File: src/rtl/pipe_skid_reg_if.sv
// -----------------------------------------------------------------------------
// pipe_skid_reg_if
// Handshake bundle for one elastic pipeline stage.
//
// Signals:
//   flush      squash buffered entries (driven by the pipeline controller)
//   hold       downstream stall; the stage treats it like out_ready=0
//   in_valid   upstream offers a word
//   in_ready   stage can accept a word
//   in         upstream payload, N bits
//   out_valid  out holds a valid entry
//   out_ready  downstream accepts out
//   out        head-entry payload, N bits
//   count      occupancy 0..2
//
// Modports:
//   master  the environment side (upstream + downstream + controller)
//   slave   the stage itself
// -----------------------------------------------------------------------------
interface pipe_skid_reg_if #(
    parameter int N = 32
);
    logic         flush;
    logic         hold;
    logic         in_valid;
    logic         in_ready;
    logic [N-1:0] in;
    logic         out_valid;
    logic         out_ready;
    logic [N-1:0] out;
    logic [1:0]   count;

    modport master (
        output flush,
        output hold,
        output in_valid,
        input  in_ready,
        output in,
        input  out_valid,
        output out_ready,
        input  out,
        input  count
    );

    modport slave (
        input  flush,
        input  hold,
        input  in_valid,
        output in_ready,
        input  in,
        output out_valid,
        input  out_ready,
        output out,
        output count
    );
endinterface

File: src/rtl/pipe_skid_reg.sv
// -----------------------------------------------------------------------------
// pipe_skid_reg
// Elastic pipeline stage register with a 2-entry skid buffer. Upstream and
// downstream stalls are decoupled: in_ready comes straight from a state bit,
// so there is no combinational path from out_ready, hold or in_valid back to
// in_ready.
//
// Ports:
//   clk    clock, all state updates on the rising edge
//   clear  synchronous active-high reset; zeroes control and data
//   bus    pipe_skid_reg_if.slave handshake bundle (flush, hold, in/out
//          valid/ready, payloads, occupancy count)
//
// Storage: main entry (r_out, valid = state bit 0) and skid entry
// (r_skid_d, valid = state bit 1). Priority: clear > flush > normal.
// -----------------------------------------------------------------------------
module pipe_skid_reg #(
    parameter int N = 32
) (
    input  logic                  clk,
    input  logic                  clear,
    pipe_skid_reg_if.slave        bus
);

    // Encoding chosen so bit0 = main entry valid, bit1 = skid entry valid.
    // That lets out_valid and in_ready come directly off flop outputs.
    typedef enum logic [1:0] {
        EMPTY = 2'b00,
        ONE   = 2'b01,
        FULL  = 2'b11
    } state_t;

    state_t       r_state;
    state_t       w_state_nxt;
    logic [N-1:0] r_out;
    logic [N-1:0] r_skid_d;

    logic         w_accept;
    logic         w_drain;
    logic         w_load_out_in;
    logic         w_load_out_skid;
    logic         w_load_skid;

    assign w_accept = bus.in_valid & ~r_state[1];
    assign w_drain  = r_state[0] & bus.out_ready & ~bus.hold;

    // State register
    always_ff @(posedge clk) begin
        if (clear) begin
            r_state <= EMPTY;
        end else begin
            r_state <= w_state_nxt;
        end
    end

    // Data registers: zeroed by clear, untouched by flush
    always_ff @(posedge clk) begin
        if (clear) begin
            r_out    <= '0;
            r_skid_d <= '0;
        end else if (!bus.flush) begin
            if (w_load_out_in) begin
                r_out <= bus.in;
            end else if (w_load_out_skid) begin
                r_out <= r_skid_d;
            end
            if (w_load_skid) begin
                r_skid_d <= bus.in;
            end
        end
    end

    // Next-state and data-load decode
    always_comb begin
        w_state_nxt     = r_state;
        w_load_out_in   = 1'b0;
        w_load_out_skid = 1'b0;
        w_load_skid     = 1'b0;
        if (bus.flush) begin
            // An accept in this cycle still handshakes upstream but is dropped.
            w_state_nxt = EMPTY;
        end else begin
            unique case (r_state)
                EMPTY: begin
                    if (w_accept) begin
                        w_load_out_in = 1'b1;
                        w_state_nxt   = ONE;
                    end
                end
                ONE: begin
                    if (w_accept && w_drain) begin
                        w_load_out_in = 1'b1;
                    end else if (w_accept) begin
                        w_load_skid = 1'b1;
                        w_state_nxt = FULL;
                    end else if (w_drain) begin
                        // out keeps its last value while invalid
                        w_state_nxt = EMPTY;
                    end
                end
                FULL: begin
                    if (w_drain) begin
                        w_load_out_skid = 1'b1;
                        w_state_nxt     = ONE;
                    end
                end
                default: begin
                    w_state_nxt = EMPTY;
                end
            endcase
        end
    end

    // Outputs, all taken directly from registers
    always_comb begin
        bus.out_valid = r_state[0];
        bus.in_ready  = ~r_state[1];
        bus.out       = r_out;
        bus.count     = {r_state[1], r_state[0] & ~r_state[1]};
    end

endmodule

File: src/flat_wrapper.sv
// flat-port wrapper written by rule: the top's interface ports become plain ports
module pipe_skid_reg_flat 
#(
    parameter int N = 32
)
  (clk, clear, bus_flush, bus_hold, bus_in_valid, bus_in_ready, bus_in, bus_out_valid, bus_out_ready, bus_out, bus_count);
  pipe_skid_reg_if #(.N(N)) bus_i ();
  input  logic clk;
  input  logic clear;
  input wire logic [$bits(bus_i.flush)-1:0] bus_flush;
  input wire logic [$bits(bus_i.hold)-1:0] bus_hold;
  input wire logic [$bits(bus_i.in_valid)-1:0] bus_in_valid;
  output wire logic [$bits(bus_i.in_ready)-1:0] bus_in_ready;
  input wire logic [$bits(bus_i.in)-1:0] bus_in;
  output wire logic [$bits(bus_i.out_valid)-1:0] bus_out_valid;
  input wire logic [$bits(bus_i.out_ready)-1:0] bus_out_ready;
  output wire logic [$bits(bus_i.out)-1:0] bus_out;
  output wire logic [$bits(bus_i.count)-1:0] bus_count;
  assign bus_i.flush = bus_flush;
  assign bus_i.hold = bus_hold;
  assign bus_i.in_valid = bus_in_valid;
  assign bus_in_ready = bus_i.in_ready;
  assign bus_i.in = bus_in;
  assign bus_out_valid = bus_i.out_valid;
  assign bus_i.out_ready = bus_out_ready;
  assign bus_out = bus_i.out;
  assign bus_count = bus_i.count;
  pipe_skid_reg #(.N(N)) u_core (.clk(clk), .clear(clear), .bus(bus_i));
endmodule
File: config.mk
export PLATFORM = sky130hd
export DESIGN_NAME = pipe_skid_reg_flat
export DESIGN_NICKNAME = d
export VERILOG_FILES = /design/src/rtl/pipe_skid_reg_if.sv /design/src/rtl/pipe_skid_reg.sv /design/src/flat_wrapper.sv
export SDC_FILE = /design/constraint.sdc
export NUM_CORES = 1
export LEC_CHECK = 0
export CAP_MARGIN = 20
export CORE_MARGIN = 1
export CORE_UTILIZATION = 35
export CTS_CLUSTER_DIAMETER = 100
export CTS_CLUSTER_SIZE = 12
export DETAILED_ROUTE_END_ITERATION = 10
export PLACE_DENSITY = 0.7
export SLEW_MARGIN = 10
export SYNTH_ARGS = -nofsm -noshare
export SYNTH_HDL_FRONTEND = slang
export SYNTH_SLANG_ARGS = --single-unit
File: constraint.sdc
create_clock -name clk -period 2 [get_ports clk]
set_input_delay 0.6 -clock clk [delete_from_list [all_inputs] [get_ports clk]]
set_output_delay 0.6 -clock clk [all_outputs]
set_load 0.02 [all_outputs]
Figure 1. Power grid (run 1).
The bar under the picture is 20 um long. Pins as bars on the die edge. Tap cells in grey.
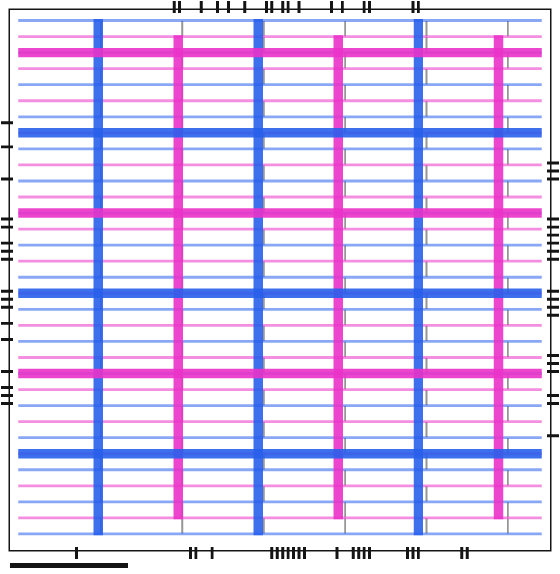
magenta -> VDD
blue -> VSS
signal pins = 74
met4 straps = 6
met5 straps = 6
tap cells = 102
CORE AREA: 7727 sq um
die height: 91.55 um

Figure 2. Placement by cell class (run 1).
Fill, decap, tap and diode cells in grey.
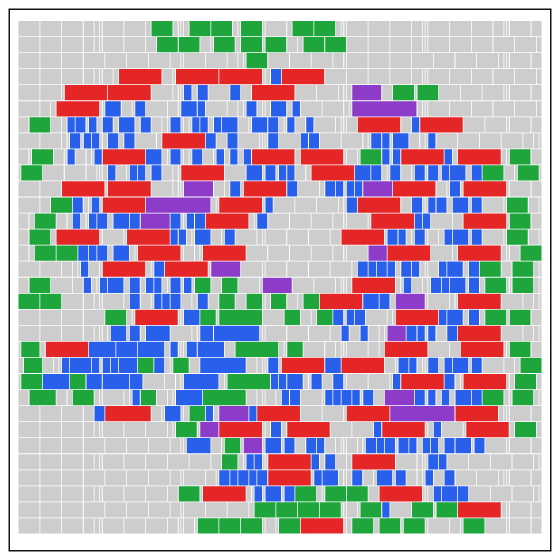
red -> flops  # cells 66
purple -> clock drivers and dummy loads  # cells 16
blue -> combinational and other logic  # cells 253
green -> other buffers and delay cells  # cells 94

Figure 3. Port wiring (run 1).
The bar under the picture is 20 um long.
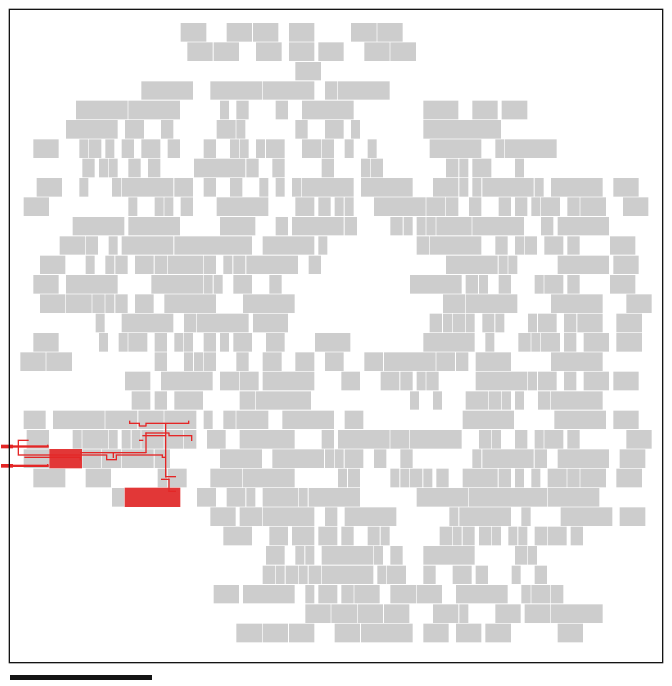
red -> `bus_count`  # bits 2, direction output, end cells 2, buffers 3, wire 89.9 um

==> summary.txt, run 1 <==
The full implementation flow was run.

After synthesis the netlist holds a flip-flop and latch count of 66. The antenna violation net count after detailed routing stands at 0. Warnings reported by Yosys during synthesis add up to 0. The final cycle utilization of the critical path stands at 97.15%.

The clock network power share stands at 43.8%. The combinational gate power stands at 0.416 mW. 0 antenna diodes ended up in the layout. The overall die area stands at 8380 sq um. The first global-routing pass estimated 12260 um of wire.

The final core area utilization stands at between 50% and 60%. The number of maximum-capacitance constraint violations stands at 0. The critical path in this run is classified as flip-flop to output pin. The number of warning messages in the logs stands at 29. Per the timing report, the most critical flop-to-flop path finishes at u_core.bus.out[19]. The part of the total power dissipated in sequential elements stands at between 40% and 50%. The analysis attributes to net switching a power of 0.8011 mW. In the hold report, the worst path ends at u_core.r_skid_d[28]. The data arrival time at the worst-slack endpoint stands at 1.34 ns.

The total vias in the final route stands at 2704. The flow ran to the end, and the final reports show no timing, DRC or antenna violations. Overall routing resource usage recorded by global route was 18.60%.

The cell count after synthesis came out at approximately 350. The reported sequential group power stands at 1.39 mW. All stages included, the depth of the critical timing path comes to 1. The yosys stat cell total stands at 348. The startpoint identified for the worst hold timing path is u_core.r_skid_d[28]. Per the post-CTS timing run, clock transition at the registers of the reported paths is roughly 0.070 ns. After detailed placement, the design holds a cell count of 515.

Looking at the cell usage after synthesis, the top flip-flop cell is dfxtp_1. The port buffer count stands at 73. The number of antenna violations at the first check in global routing came to 0.

The count of unique library cells instantiated by Yosys stands at 24. On the critical path, the stage with the largest delay is an instance of clkdlybuf4s50_1. Summing the areas of all xor and xnor instances in the mapped netlist gives 0% of the synthesized area. The portion of synthesized area spent on multiplexers is less than 1%. Setup repair after global routing left no endpoint under its margin.

The final-layout worst hold slack stands at 0.4565 ns. For reference, the critical path is launched at u_core.bus.out[19]. Entering global routing, the biggest net connects 39 pins.

Global routing finished with a remaining overflow of 0. The synthesis-to-finish area growth stands at 41.82%. In this run, the number of DRC markers left after iteration 0 of detailed routing was 162.

The number of vias per cell stands at 5.092. Global routing put the most usage on met2. The worst path needs a little under 2 ns of the cycle, external delays included. Grouping non-sequential cells by family puts the most area in simple AND/OR/NAND/NOR gates.

The largest voltage drop on the vdd net stands at ~0.43 mV. The post-route report lists met1 wire length as 3372 um. The via count of the first global-routing pass stands at 2644. The weighted congestion reported at the end of routability-driven placement stands at 0.8204. The number of nets in the final layout stands at 466.

For met3 alone, demand over resource in global routing was about 4.6%. The power report lists the clock group at 1.40 mW. The number of gates resized after CTS was 3. The headroom to the max-slew limit stands at 79.16%. The fraction of the mapped netlist area in adder cells stands at 1.783%. Walking the worst path, the cells encountered are clkdlybuf4s50_1.

The biggest slice of the total power is consumed by clock. The horizontal die size stands at 91.55 um. The highest metal layer carrying signal wires in the routed design is met4. The final max-slew violation count recorded for this run is 0. The clock passes through at most 2 buffers. Routing resource usage on met1 recorded by global route was 23.18%.

TritonCTS created 9 clock buffers. The final total negative setup slack stands at 0 ns. The tightest min-delay check is of the flip-flop to flip-flop type. The power per unit of standard cell area stands at roughly 800 nW/um^2. STA classifies the critical path startpoint as a flip-flop. The slack of the worst reg-to-reg path stands at ~0.35 ns. Of the total synthesized cell area, the portion taken by AND, OR, NAND and NOR gates is around 28%. The remaining routing DRC violations stands at 0. Across all setup checks in the final design, the least slack found is ~0.057 ns.

The H-tree level count stands at 3. The slew at the pin with the worst max-slew slack stands at 0.3127 ns. The count of hold-fix buffers inserted at cts stands at 0.

The script logs the mean routed wire length per placed instance as 13.78 um. The number of standard cells in the final layout excluding fillers stands at 531. The analysis attributes to cell leakage a power of 1.390 nW. The required time at the worst endpoint is listed as 1.40 ns. Combinational logic burns between 10% and 20% of the power. In this run the cell area of the synthesized design comes to 2806 sq um.

The area share of and-or/or-and cells after synthesis stands at 16.45%. The number of clock sinks came to 66. The share of layout cells above drive strength 1 stands at about 11%. For reference, the post-synthesis area per instance comes to 8.064 sq um. The post-synth net total stands at approximately 390. The highest fanout seen on the critical path stands at 2. By instance count after routing, the leading logic cell type is nand2_1.

The final count of negative-setup-slack endpoints stands at 0. Per the synth stats, the proportion of register bits with asynchronous set or reset is 0%. STA classifies the critical path endpoint as an output pin. According to the report, the first pass of detailed routing completed in 4 iterations. The design internal power stands at approximately 2.4 mW. After floorplanning, the core was divided into 32 placement rows. The met2 usage stands at 30.51%. 74 I/O pins were placed. For the worst flop-to-flop path, the logic depth is 7. Looking at the reg2reg group, the worst path starts from u_core.r_state[1].
[run 1: cells in the mapped netlist (2+ instances only)]
master | number | share of area [%]
nand2_1 | 100 | 13
dfxtp_1 | 66 | 47
nand3_1 | 65 | 12
a21oi_1 | 34 | 6.1
o211ai_1 | 32 | 8.6
buf_2 | 17 | 3.0
clkbuf_1 | 6 | 0.80
ha_1 | 4 | 1.8
buf_4 | 3 | 0.80
buf_6 | 3 | 1.2
nand3b_1 | 3 | 0.80
inv_1 | 2 | 0.27
mux2i_1 | 2 | 0.71
[run 1: final cells by class]
cell class	count	area, sq um	share of cell area (%)
multi-input cells	250	1331	33.45
flip-flops and latches	66	1323	33.23
well taps	102	127.6	3.207
clock inverters	7	125.1	3.144
repair buffers	94	938.4	23.58
inverters	3	11.26	0.2829
clock buffers	9	123.9	3.112
Figure 4. Cell placement (run 1).
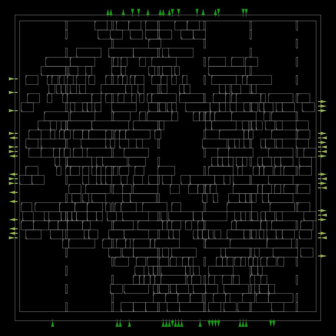

==> inputs of run 2 (changes only) <==
--- a/config.mk
+++ b/config.mk
@@ -5,13 +5,14 @@
 export SDC_FILE = /design/constraint.sdc
 export NUM_CORES = 1
 export LEC_CHECK = 0
-export CAP_MARGIN = 20
+export ABC_AREA = 1
+export CAP_MARGIN = 40
 export CORE_MARGIN = 1
-export CORE_UTILIZATION = 35
+export CORE_UTILIZATION = 40
 export CTS_CLUSTER_DIAMETER = 100
 export CTS_CLUSTER_SIZE = 12
 export DETAILED_ROUTE_END_ITERATION = 10
-export PLACE_DENSITY = 0.7
+export PLACE_DENSITY = 0.75
 export SLEW_MARGIN = 10
 export SYNTH_ARGS = -nofsm -noshare
 export SYNTH_HDL_FRONTEND = slang
Figure 5. Cell placement (run 2).
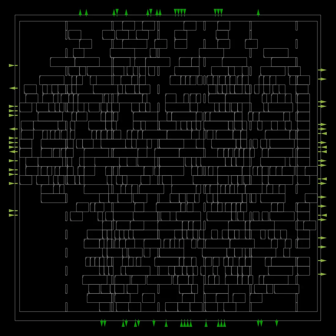
flip-flop and latch share of the layout cell area: 30.60%
tally of non-filler cells in the final layout: 611

Figure 6. Power grid (run 2).
The bar under the picture is 20 um long. Pins as bars on the die edge. Tap cells in grey.
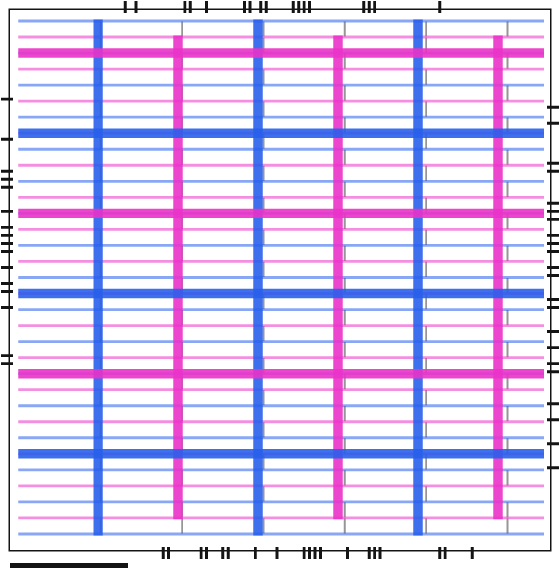
magenta -> VDD
blue -> VSS
met4 straps = 6
signal pins = 74
met1 rails = 33
rows = 32
met5 straps = 6

==> run 2 against run 1 <==
Core utilization is 4.1 points higher. Worst setup slack better by 0.032 ns. Synthesized area up 14%. Clock power decreased by 32%. Worst hold slack better by 0.0039 ns. Combinational power increased by 32%. Largest power group is now registers.
==> summary.txt, run 2 <==
The full implementation flow was run.

The number of antenna violations at the first check in global routing stands at 0 (unchanged). Cell types occupying the most area after synthesis: dfxtp_1 (41%), nand2_1 (12%), nand3_1 (10%) (was dfxtp_1 (47%), nand2_1 (13%), nand3_1 (12%)). Top post-synthesis cells by count: nand2_1 (106), dfxtp_1 (66), nand3_1 (65) (was nand2_1 (100), dfxtp_1 (66), nand3_1 (65)). The weighted congestion reported at the end of routability-driven placement stands at 0.8217 (was 0.8204). The required time at the worst-slack endpoint stands at 1.40 ns (about the same). The part of the total power dissipated in sequential elements stands at 48.0% (was 43.2%). The terminating pin of the worst hold path is u_core.r_skid_d[6] (was u_core.r_skid_d[28]). The slew at the pin with the worst max-slew slack stands at 0.3358 ns (was 0.3127 ns). The fraction of synthesized area in multiplexers is 0% (was 0.7133%).

The die span in y came to 91.63 um (was 91.55 um). The clock sink total stands at 66 (unchanged). The startpoint-to-endpoint class of the critical path was flip-flop to output pin (unchanged). The number of cells traversed by the worst register-to-register path stands at 9 (was 7). The cell count after synthesis was 431 (was 348). The reported sequential group power stands at 1.39 mW (about the same). The launch point of the worst hold path is u_core.r_skid_d[6] (was u_core.r_skid_d[28]).

The time the final worst path needs with I/O delays and setup is 1.911 ns (was 1.943 ns). The class of the most critical hold timing path was flip-flop to flip-flop (unchanged). The number of nets in the final layout is 548 (was 466). The power group with the largest share is registers (was clock). The overall die area stands at 8395 sq um (was 8380 sq um).

The number of warning messages in the yosys log stands at 0 (unchanged). The xor and xnor fraction of the mapped netlist area stands at 0% (unchanged). The area share of the largest cell type after synthesis stands at 41.12% (was 47.08%). The design internal power stands at 2.082 mW (was 2.402 mW). The highest fanout seen on the critical path stands at 2 (unchanged). The library cell occupying the most area in the post-synthesis netlist is dfxtp_1 (unchanged).

The total vias in the final route came to 3138 (was 2704). The critical register-to-register path endpoint is u_core.r_skid_d[24] (was u_core.bus.out[19]). The core area was 7767 sq um (was 7727 sq um).

The count of hold-fix buffers inserted at cts is 0 (unchanged). The number of maximum-capacitance constraint violations is 0 (unchanged). The slack of the critical path stands at 0.08868 ns (was 0.05701 ns). The final-layout worst hold slack is 0.4604 ns (was 0.4565 ns). The reported clock group power stands at 0.951 mW (was 1.40 mW). The area share of and-or/or-and cells after synthesis is 11.99% (was 16.45%).

The post-synth net total is 473 (was 390). The slack of the worst reg-to-reg path stands at 0.32 ns (was 0.35 ns). The most used routing layer is met2 (unchanged). RSZ-0062 raised after global routing: no (unchanged).

The count of final max-slew check failures came to 0 (unchanged). The startpoint class of the critical path is a flip-flop (unchanged). The remaining routing DRC violations stands at 0 (unchanged). The final cycle utilization of the critical path was 95.57% (was 97.15%). The met2 usage stands at 33.21% (was 30.51%). The primary flip-flop cell chosen by synthesis mapping is dfxtp_1 (unchanged). The total routed wire length on the met1 layer stands at 3428 um (was 3372 um).

The proportion of synthesized flip-flops having asynchronous set or reset was 0% (unchanged). The number of vias per cell came to 5.136 (was 5.092). The final count of negative-setup-slack endpoints stands at 0 (unchanged).

The data arrival time at the worst-slack endpoint stands at 1.31 ns (was 1.34 ns). The antenna violation net count after detailed routing stands at 0 (unchanged). The share of layout cells above drive strength 1 stands at 13.75% (was 10.72%). The power per unit of standard cell area stands at 669.4 nW/um^2 (was 804.7 nW/um^2). The worst reg2reg path startpoint is u_core.r_state[1] (unchanged). The number of placement rows was 32 (unchanged). The final total negative setup slack stands at 0 ns (unchanged). The most frequently used cell type in the post-synthesis netlist is nand2_1 (unchanged). The number of inserted diodes stands at 0 (unchanged). The largest voltage drop on the vdd net is 0.4050 mV (was 0.4324 mV). The met3 demand-to-capacity share in global routing was 5.058% (was 4.606%). Cell breakdown of the critical path: clkdlybuf4s50_1 (unchanged). The count of unique library cells instantiated by Yosys stands at 20 (was 24). The H-tree level count stands at 3 (unchanged). The global-route usage over all layers was 20.05% (was 18.60%). The pin count of the biggest net entering global routing was 43 (was 39). The top metal layer carrying routed signals is met4 (unchanged). The instance count on the critical path is 1 (unchanged). The overall overflow remaining after global route was 0 (unchanged). The synthesis-to-finish area growth came to 34.38% (was 41.82%). The final core area utilization came to 55.59% (was 51.51%). Outcome: completed (unchanged). The standard cell with the maximum stage delay on the critical path was clkdlybuf4s50_1 (unchanged). The number of warning messages in the logs stands at 29 (unchanged). The combinational gate power was 0.551 mW (was 0.416 mW). The simple-gate portion of the synthesized area stands at 33.61% (was 27.73%). The number of synthesized register bits came to 66 (unchanged). The number of DRC violations after detailed-routing iteration 0 was 198 (was 162). The fraction of the mapped netlist area in adder cells came to 1.558% (was 1.783%). The total I/O pin count stands at 74 (unchanged).

The category of the worst setup path capture point is an output pin (unchanged).
run 2: cell count changes after synthesis, moves of 2 or more:
cell	delta
mux2i_1	-2
inv_2	+4
buf_2	-4
nor2_1	+7
nand3b_1	-3
clkbuf_1	+3
nand2_1	+6
inv_1	+35
a21oi_1	+15
o211ai_1	-32
nand2_4	+4
nand4_1	+32
buf_6	+5
a21oi_2	+16
run 2: final cells by class:
type | instances | area [sq um] | share of cell area, %
Multi-Input combinational cell | 289 | 1515 | 35.09
Sequential cell | 66 | 1321 | 30.60
Timing Repair Buffer | 98 | 1037 | 24.02
Inverter | 42 | 157.7 | 3.651
Clock buffer | 11 | 141.4 | 3.274
Tap cell | 102 | 127.6 | 2.956
Clock inverter | 3 | 17.52 | 0.4057
Power figures rest on the tool's default switching activity, not on a simulated workload.
